$ cat config.mk
export PLATFORM = sky130hd
export DESIGN_NAME = rom_loader_flat
export DESIGN_NICKNAME = d
export VERILOG_FILES = /design/src/rtl/rom_loader_if.sv /design/src/rtl/rom_loader.sv /design/src/flat_wrapper.sv
export SDC_FILE = /design/constraint.sdc
export NUM_CORES = 1
export LEC_CHECK = 0
export CAP_MARGIN = 20
export CORE_MARGIN = 2
export CORE_UTILIZATION = 45
export DETAILED_ROUTE_END_ITERATION = 12
export HOLD_SLACK_MARGIN = 0.02
export MAX_ROUTING_LAYER = met4
export PLACE_DENSITY = 0.75
export SLEW_MARGIN = 20
export SYNTH_ARGS = -nofsm -noshare
export SYNTH_HDL_FRONTEND = slang
export SYNTH_SLANG_ARGS = --single-unit
$ cat constraint.sdc
create_clock -name clk -period 4.19 [get_ports clk]
set_clock_uncertainty 0.2 [all_clocks]
set_input_delay 1.257 -clock clk [delete_from_list [all_inputs] [get_ports clk]]
set_output_delay 1.257 -clock clk [all_outputs]
set_load 0.01 [all_outputs]
$ cat src/rtl/rom_loader_if.sv
// Byte-stream receive handshake and instruction-memory write bus for rom_loader.
interface rom_loader_if #(
    parameter int unsigned ADDR_W = 15
);
    logic [7:0]        rx_data;
    logic              rx_valid;
    logic              rx_ready;
    logic              mem_we;
    logic [ADDR_W-1:0] mem_addr;
    logic [15:0]       mem_data;

    // Stream source and memory sink side
    modport master (
        output rx_data,
        output rx_valid,
        input  rx_ready,
        input  mem_we,
        input  mem_addr,
        input  mem_data
    );

    // Loader side
    modport slave (
        input  rx_data,
        input  rx_valid,
        output rx_ready,
        output mem_we,
        output mem_addr,
        output mem_data
    );
endinterface

$ cat src/rtl/rom_loader.sv
// Boot ROM loader: receives a length-prefixed, checksummed image as a byte
// stream, writes it word by word into instruction memory and releases the CPU
// from reset only after a verified image has been stored.
module rom_loader #(
    parameter int unsigned ADDR_W = 15
) (
    input  logic          clk,
    input  logic          reset,
    input  logic          start,
    rom_loader_if.slave   bus,
    output logic          cpu_reset,
    output logic          busy,
    output logic          done,
    output logic          error
);
    // One extra index bit so the count never wraps on a full-size image
    localparam int unsigned IDX_W     = ADDR_W + 1;
    localparam int unsigned MAX_WORDS = 1 << ADDR_W;

    typedef enum logic [3:0] {
        IDLE,
        LEN_HI,
        LEN_LO,
        DATA_HI,
        DATA_LO,
        WRITE,
        CSUM,
        DONE,
        ERROR
    } state_t;

    state_t           state;
    logic [7:0]       len_hi;
    logic [7:0]       hi_byte;
    logic [7:0]       csum;
    logic [15:0]      len;
    logic [IDX_W-1:0] idx;

    logic             accept;
    logic [15:0]      len_in;
    logic             len_bad;
    logic             last_word;

    // Handshake and image-length decode
    assign accept    = bus.rx_valid && bus.rx_ready;
    assign len_in    = {len_hi, bus.rx_data};
    assign len_bad   = (len_in == 16'd0) || (32'(len_in) > MAX_WORDS);
    assign last_word = ((32'(idx) + 32'd1) == 32'(len));

    // Load sequencer; rx_ready is updated together with every state change
    always_ff @(posedge clk or posedge reset) begin
        if (reset) begin
            state        <= IDLE;
            bus.rx_ready <= 1'b0;
            bus.mem_we   <= 1'b0;
            bus.mem_addr <= '0;
            bus.mem_data <= '0;
            busy         <= 1'b0;
            done         <= 1'b0;
            error        <= 1'b0;
            cpu_reset    <= 1'b1;
            len_hi       <= '0;
            hi_byte      <= '0;
            csum         <= '0;
            len          <= '0;
            idx          <= '0;
        end else begin
            bus.mem_we <= 1'b0;
            case (state)
                IDLE, DONE, ERROR: begin
                    if (start) begin
                        state        <= LEN_HI;
                        bus.rx_ready <= 1'b1;
                        busy         <= 1'b1;
                        done         <= 1'b0;
                        error        <= 1'b0;
                        cpu_reset    <= 1'b1;
                        idx          <= '0;
                        csum         <= '0;
                    end
                end
                LEN_HI: begin
                    if (accept) begin
                        len_hi <= bus.rx_data;
                        state  <= LEN_LO;
                    end
                end
                LEN_LO: begin
                    if (accept) begin
                        if (len_bad) begin
                            state        <= ERROR;
                            bus.rx_ready <= 1'b0;
                            busy         <= 1'b0;
                            error        <= 1'b1;
                            cpu_reset    <= 1'b1;
                        end else begin
                            len   <= len_in;
                            state <= DATA_HI;
                        end
                    end
                end
                DATA_HI: begin
                    if (accept) begin
                        hi_byte <= bus.rx_data;
                        csum    <= csum ^ bus.rx_data;
                        state   <= DATA_LO;
                    end
                end
                DATA_LO: begin
                    if (accept) begin
                        csum         <= csum ^ bus.rx_data;
                        bus.mem_we   <= 1'b1;
                        bus.mem_addr <= idx[ADDR_W-1:0];
                        bus.mem_data <= {hi_byte, bus.rx_data};
                        bus.rx_ready <= 1'b0;
                        state        <= WRITE;
                    end
                end
                WRITE: begin
                    idx          <= idx + IDX_W'(1);
                    bus.rx_ready <= 1'b1;
                    state        <= last_word ? CSUM : DATA_HI;
                end
                CSUM: begin
                    if (accept) begin
                        bus.rx_ready <= 1'b0;
                        busy         <= 1'b0;
                        if (csum == bus.rx_data) begin
                            state     <= DONE;
                            done      <= 1'b1;
                            cpu_reset <= 1'b0;
                        end else begin
                            state     <= ERROR;
                            error     <= 1'b1;
                            cpu_reset <= 1'b1;
                        end
                    end
                end
                default: begin
                    state        <= IDLE;
                    bus.rx_ready <= 1'b0;
                    busy         <= 1'b0;
                end
            endcase
        end
    end
endmodule

$ cat src/flat_wrapper.sv
// flat-port wrapper written by rule: the top's interface ports become plain ports
module rom_loader_flat 
#(
    parameter int unsigned ADDR_W = 15
)
  (clk, reset, start, cpu_reset, busy, done, error, bus_rx_data, bus_rx_valid, bus_rx_ready, bus_mem_we, bus_mem_addr, bus_mem_data);
  rom_loader_if #(.ADDR_W(ADDR_W)) bus_i ();
  input  logic clk;
  input  logic reset;
  input  logic start;
  output logic cpu_reset;
  output logic busy;
  output logic done;
  output logic error;
  input wire logic [$bits(bus_i.rx_data)-1:0] bus_rx_data;
  input wire logic [$bits(bus_i.rx_valid)-1:0] bus_rx_valid;
  output wire logic [$bits(bus_i.rx_ready)-1:0] bus_rx_ready;
  output wire logic [$bits(bus_i.mem_we)-1:0] bus_mem_we;
  output wire logic [$bits(bus_i.mem_addr)-1:0] bus_mem_addr;
  output wire logic [$bits(bus_i.mem_data)-1:0] bus_mem_data;
  assign bus_i.rx_data = bus_rx_data;
  assign bus_i.rx_valid = bus_rx_valid;
  assign bus_rx_ready = bus_i.rx_ready;
  assign bus_mem_we = bus_i.mem_we;
  assign bus_mem_addr = bus_i.mem_addr;
  assign bus_mem_data = bus_i.mem_data;
  rom_loader #(.ADDR_W(ADDR_W)) u_core (.clk(clk), .reset(reset), .start(start), .bus(bus_i), .cpu_reset(cpu_reset), .busy(busy), .done(done), .error(error));
endmodule
Sequential cells colored by netlist name:
The bar under the picture is 20 microns long. Other sequential cells in the stronger gray, the rest of the logic in the fainter gray.
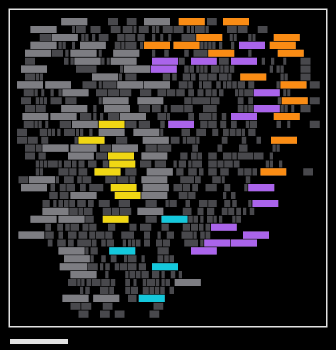
[u_core.bus.mem_addr] orange | placed flops: 15 | where: north-east
[u_core.state] cyan | placed flops: 4 | where: south
[u_core.len_hi] yellow | placed flops: 8
[u_core.idx] purple | placed flops: 16
not colored: 54
fraction of area in registers: 42.2%
Layout Utilization: 53.3%

Cells by drive strength:
The bar under the picture is 20 microns long.
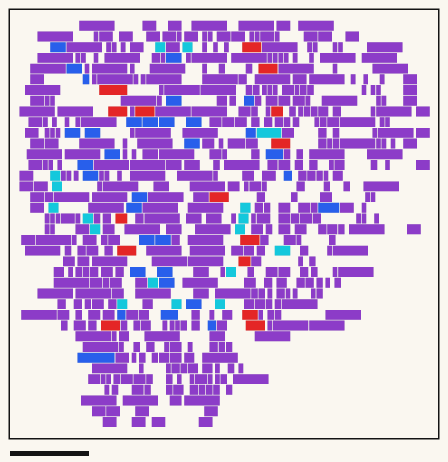
[x2] blue | cells: 32
[x1 and smaller] purple | cells: 496
[x6 and larger] red | cells: 15
[x3 and x4] cyan | cells: 17
worst setup margin: 0.630 ns
signed area change from the synthesized netlist to the final layout: 16.5%
Non-CTS buffers: 63
final non-filler cell area: 5750 sq um

==> commit_impl_results.txt <==
Record implementation results from latest flow run

- The run finished with clean final reports.
* Standard-cell row count: 38
* Area of the placeable core: 10,800 sq um
- Syn_nets: 532
- The via count of the first global-routing pass came to 3,730.
- Post-synth cell types: 58
- Post-route antenna net violation count: 0
- Hold worst-path end: u_core.bus.mem_addr[8]
* CTS tree: yes
- GRT Max-Usage Layer: met2
- Post-Route M1 WL: 5280 microns
- For the worst reg-to-reg path, the endpoint reported by OpenROAD is u_core.state[0].
- The longest incremental delay of any stage on the critical path is reported as 0.49 ns.
* Overall die height: 109 microns
* Total Nets Final: 568
- Per STA, the endpoint of the critical path is u_core.len[2].
- Top area contributor share: 48.7%
- In this run, the synthesized area fraction spent on xor and xnor cells is recorded as 5.50%.
* Internal power summed over all cells: 0.00120 W
- Per the timing report, the biggest fanout along the worst path comes to 16.
* Yosys stat cell total: 519
* Fraction of met3 tracks used by global routing: 3.17%
- Measured against its own limit, the worst slew margin works out to 50.8%.
- Cell Pwr Density: 275 nW/um^2
- The wire-length estimate of the detail-placed layout is 8020 microns.
* Clk_lat worst skew: 0.37 ns
* Sinks on the clock net: 97
- Total gr overflow: 0
* Final wirelength: 11,500 microns
- The filler cells instantiated in the layout total 987.
- OpenROAD reports that the post-layout worst path occupies 85.0% of the period.
- The script extracted a net switching power of 0.000384 W.
- Cell type of the slowest stage on the worst timing path: sky130_fd_sc_hd__or4_1
* Clock transition at path regs: 0.10 ns
- Pin count of the biggest net entering global routing: 67
* Largest power group: registers
- Most common flop cell mapped by yosys: sky130_fd_sc_hd__dfrtp_1
* Cell taking the most area after synthesis: sky130_fd_sc_hd__dfrtp_1
- According to the hold report, the worst path is of the reg -> reg type.
- The pre-antenna-repair detailed-routing pass consisted of 5 iterations.
- The overall die size recorded for this design is 11,800 sq um.
- The top cell types in the final layout, fill and taps aside, are sky130_fd_sc_hd__nand2_1, sky130_fd_sc_hd__dfrtp_1, sky130_fd_sc_hd__clkdlybuf4s50_1.
registers in the layout (all words and copies together), names as in the netlist:
name                 flops
u_core.hi_byte           8
u_core.bus.mem_data     16
u_core.csum              8
u_core.state             4
u_core.bus.rx_ready      1
u_core.busy              1
u_core.bus.mem_addr     15
u_core.bus.mem_we        1
u_core.len_hi            8
u_core.idx              16
u_core.error             1
u_core.len              16
u_core.done              1
u_core.cpu_reset         1
final cells by class:
cell class	count	area, sq um	share of cell area [%]
timing repair buffer	63	606	10.5
clock inverter	5	45.0	0.783
sequential	97	2430	42.2
multi-input combinational	376	2320	40.4
inverter	8	31.3	0.544
clock buffer	11	141	2.46
tap	140	175	3.05
worst max-delay path: cells and delay by family:
family / cells / cell delay [ns]
mux: 1 / 0.34
xor+xnor: 1 / 0.24
buf+inv: 2 / 0.65
simple gates: 3 / 1.13
Power and IR drop assume default switching activity.
